<file path="src/rtl/instr_fetch_unit.sv">
// Fetch stage: owns the PC, issues req/valid instruction-memory fetches and
// holds the fetched word for decode, with a sticky timeout fault.
module instr_fetch_unit #(
    parameter logic [15:0] RESET_PC  = 16'h0000,
    parameter int unsigned TIMEOUT   = 8,
    parameter logic [15:0] NOP_INSTR = 16'h0000
) (
    input  logic        clock,
    input  logic        reset,
    input  logic        enIF,
    input  logic [1:0]  sigPCSrc,
    input  logic [15:0] retAddr,
    output logic        imemReq,
    output logic [15:0] imemAddr,
    input  logic        imemValid,
    input  logic [15:0] imemData,
    output logic [15:0] pc,
    output logic [15:0] instr,
    output logic        instrValid,
    output logic [3:0]  opcode,
    output logic [15:0] linkAddr,
    output logic        busy,
    output logic        fetchFault
);

    localparam int unsigned AW = 16;
    localparam int unsigned CW = 8;
    localparam logic [CW-1:0] TIMEOUT_C = CW'(TIMEOUT);

    typedef enum logic [1:0] {
        IDLE = 2'd0,
        REQ  = 2'd1,
        HOLD = 2'd2
    } state_t;

    state_t        state;
    logic          first;
    logic [CW-1:0] cnt;
    logic [CW-1:0] cnt_inc;
    logic [AW-1:0] next_pc;
    logic [AW-1:0] branch_off;

    // Next-PC selection; the very first fetch after reset always targets RESET_PC.
    always_comb begin
        next_pc    = pc + AW'(1);
        branch_off = {{8{instr[7]}}, instr[7:0]};
        cnt_inc    = cnt + CW'(1);
        if (first) begin
            next_pc = RESET_PC;
        end else begin
            case (sigPCSrc)
                2'b00:   next_pc = pc + AW'(1);
                2'b01:   next_pc = {pc[15:12], instr[11:0]};
                2'b10:   next_pc = pc + branch_off;
                default: next_pc = retAddr;
            endcase
        end
    end

    always_ff @(posedge clock or posedge reset) begin
        if (reset) begin
            state      <= IDLE;
            pc         <= RESET_PC;
            linkAddr   <= RESET_PC + AW'(1);
            instr      <= '0;
            first      <= 1'b1;
            cnt        <= '0;
            imemReq    <= 1'b0;
            busy       <= 1'b0;
            instrValid <= 1'b0;
            fetchFault <= 1'b0;
        end else begin
            case (state)
                IDLE, HOLD: begin
                    if (enIF) begin
                        pc         <= next_pc;
                        linkAddr   <= next_pc + AW'(1);
                        first      <= 1'b0;
                        cnt        <= '0;
                        state      <= REQ;
                        imemReq    <= 1'b1;
                        busy       <= 1'b1;
                        instrValid <= 1'b0;
                    end
                end
                REQ: begin
                    // A response arriving on the timeout cycle still wins.
                    if (imemValid) begin
                        instr      <= imemData;
                        state      <= HOLD;
                        imemReq    <= 1'b0;
                        busy       <= 1'b0;
                        instrValid <= 1'b1;
                    end else begin
                        cnt <= cnt_inc;
                        if (cnt_inc == TIMEOUT_C) begin
                            instr      <= NOP_INSTR;
                            fetchFault <= 1'b1;
                            state      <= HOLD;
                            imemReq    <= 1'b0;
                            busy       <= 1'b0;
                            instrValid <= 1'b1;
                        end
                    end
                end
                default: begin
                    state      <= IDLE;
                    imemReq    <= 1'b0;
                    busy       <= 1'b0;
                    instrValid <= 1'b0;
                end
            endcase
        end
    end

    assign imemAddr = pc;
    assign opcode   = instr[15:12];

endmodule

</file>
<file path="config.mk">
export PLATFORM = sky130hd
export DESIGN_NAME = instr_fetch_unit
export DESIGN_NICKNAME = d
export VERILOG_FILES = /design/src/rtl/instr_fetch_unit.sv
export SDC_FILE = /design/constraint.sdc
export NUM_CORES = 1
export LEC_CHECK = 0
export ABC_CLOCK_PERIOD_IN_PS = 4480
export CELL_PAD_IN_SITES_DETAIL_PLACEMENT = 0
export CELL_PAD_IN_SITES_GLOBAL_PLACEMENT = 1
export CORE_ASPECT_RATIO = 0.8
export CORE_MARGIN = 2
export CORE_UTILIZATION = 37
export DETAILED_ROUTE_END_ITERATION = 8
export GPL_TIMING_DRIVEN = 0
export PLACE_DENSITY_LB_ADDON = 0.3
export SYNTH_ARGS = -nofsm -noshare
export SYNTH_HDL_FRONTEND = slang
export SYNTH_SLANG_ARGS = --single-unit
</file>
<file path="constraint.sdc">
create_clock -name clock -period 4.48 [get_ports clock]
set_input_delay 0.672 -clock clock [delete_from_list [all_inputs] [get_ports clock]]
set_output_delay 0.672 -clock clock [all_outputs]
set_load 0.02 [all_outputs]
</file>
### Port wiring

Drawn at 2 px/um.
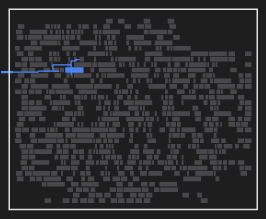
blue -> `busy`  # bits 1, direction output, end cells 1, buffers 1, wire 54.9 um

### I/O pins on the die edge

Drawn at 4 px/um. Pins as bars across the die edge, other pins in gray.
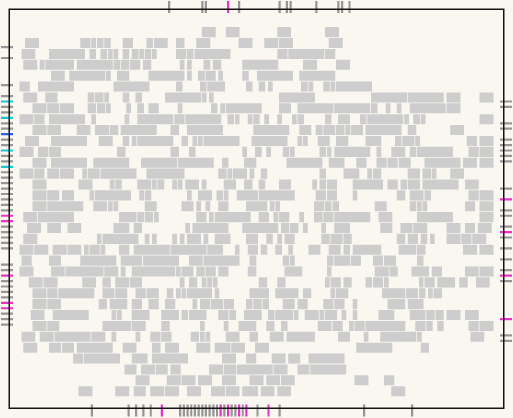
cyan -> `opcode`  # pins 4, direction output, edge left
blue -> `busy`  # pins 1, direction output, edge left
magenta -> `retAddr`  # pins 16, direction input, edge 6 bottom, 5 left, 4 right, 1 top

### Placement view

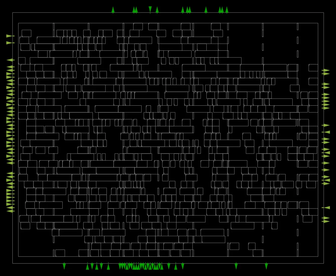
Layout Utilization: 0.5421
core area: 10980 um^2
# fillers: 1039
row count: 34

### Gate-type map

Drawn at 4 px/um.
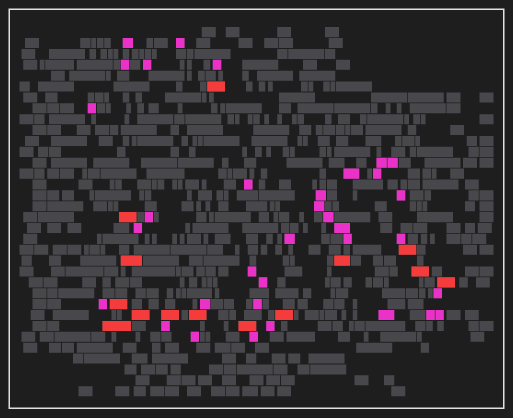
red -> adder and majority cells  # cells 14
magenta -> AND and OR gates  # cells 34

==> impl_metrics.tcl <==
# implementation run metrics
set metrics [dict create \
    status "finished, final reports clean" \
    die_area_um2 12250 \
    crit_arrival_ps 4530 \
    fin_skew_ps 9.101 \
    top_cell "dfrtp_1" \
    grt_pass1_wl_um 20400 \
    cts_sinks 61 \
    top_cells_by_count "59 x dfrtp_1, 55 x nand2_1, 37 x nor2_1, 37 x o21ai_0, 21 x buf_4" \
    slowest_stage "or4_1" \
    p_total_w 0.003838 \
    crit_fanout 10 \
    clock.latency.late_pin_ps 340 \
    place_hpwl_um 9763 \
    port_buffers 109 \
    ys.flop_type "dfrtp_1" \
    combPwrFrac 0.552 \
    async_flop_share 1.000 \
    finalClockPeriodUsage 0.9523 \
    cp_num_buf_inv 5 \
    seq_power_share 0.260 \
    fin_nets 653 \
    antenna_found_initial 0 \
    critical-path-top-delay-family "simple AND/OR/NAND/NOR gates" \
    ys.flops 61 \
    dr.pass1.iters 5 \
    path_class "in2reg" \
    yosysSeqAreaShare 0.3634 \
    ys_chip_area_um2 4208 \
    gp_congestion 0.9021 \
    power_density_nw_per_um2 645.1 \
    finalCriticalPeriod_ps 4266 \
    drt_wl_total_um 13170 \
    edf_count 0 \
    crit_top_cell "buf_6" \
    rsz0062_at_grt "no" \
    crit_path_start "sigPCSrc[0]" \
    cellLeakagePower_nw 2.542 \
    numCtsBuffers 9 \
    slew_viol_final 0 \
    net-switching-power_w 0.001615 \
    initCoreUtil 0.3834 \
]
[cells in the final DEF (no fill, tap or decap), types with 12 or more instances in the layout]
cell type / count
o21ai_0: 37
clkdlybuf4s50_1: 107
nor2_1: 37
clkbuf_1: 16
a22o_1: 16
mux2i_1: 15
buf_4: 25
nand2_1: 55
dfrtp_1: 59
nand3_1: 12
[stage by stage]
stage	cells	utilization	hold WS (ps)
floorplan	478	-	476.4
global placement	731	0.4992	452.1
detailed placement	732	0.5010	456.3
CTS	748	0.5326	477.7
global route	751	0.5421	500.5
finish	751	0.5421	464.5
[power by group through the flow]
stage,Sequential [W],Clock (W),Combinational (W)
finish,0.000998,0.000721,0.00212
global route,0.00103,0.000753,0.00230
CTS,0.000997,0.000728,0.00209
detailed placement,0.00100,0,0.00207
global placement,0.000994,0,0.00205
floorplan,0.00118,0,0.00103
[timing repair]
item	in CTS	in global routing
gates resized	16	15
setup buffers	1	3
pin swaps	2	3
hold endpoints to repair	0	0
setup endpoints to repair	18	5
[routing by layer]
layer | part of all wire | global-route usage
met1 | 0.48 | 0.3103
met2 | 0.43 | 0.3233
met3 | 0.069 | 0.04817
met4 | 0.027 | 0.07430
met5 | 0 | 0
[worst paths after layout]
kind                                       endpoint  slack [ps]  depth (start not counted)
max                        linkAddr[15]$_DFFE_PP0P_         210                         17
max reg2reg                linkAddr[15]$_DFFE_PP0P_         930                         12
min in group asynchronous        cnt[5]$_DFFE_PP0P_         750                          2
min reg2reg                  fetchFault$_DFFE_PP0P_         460                          1
max in group asynchronous         first$_DFFE_PP1P_        3060                          3
min                          fetchFault$_DFFE_PP0P_         460                          1
[flip-flops by register name, summed over array words and instances, names as in the netlist, 8 cells and up]
signal	cells
cnt	8
linkAddr	16
imemAddr	16
instr	16
[logic make-up after synthesis]
kind of cell,after synthesis,share of synthesized area
mux,18,0.04371
flops,61,0.3634
compound gates,135,0.2319
xor+xnor,15,0.03122
fa+ha+maj,14,0.04312
buf+inv,57,0.07315
simple gates,178,0.2135
[final cells by class]
class	instances	area, um^2
repair buffers	114	1141
clock buffers	9	225.2
fillers	1039	5026
multi-input cells	360	2464
clock inverters	7	81.33
plain buffers	45	287.8
flip-flops and latches	61	1529
inverters	11	41.29
well taps	144	180.2
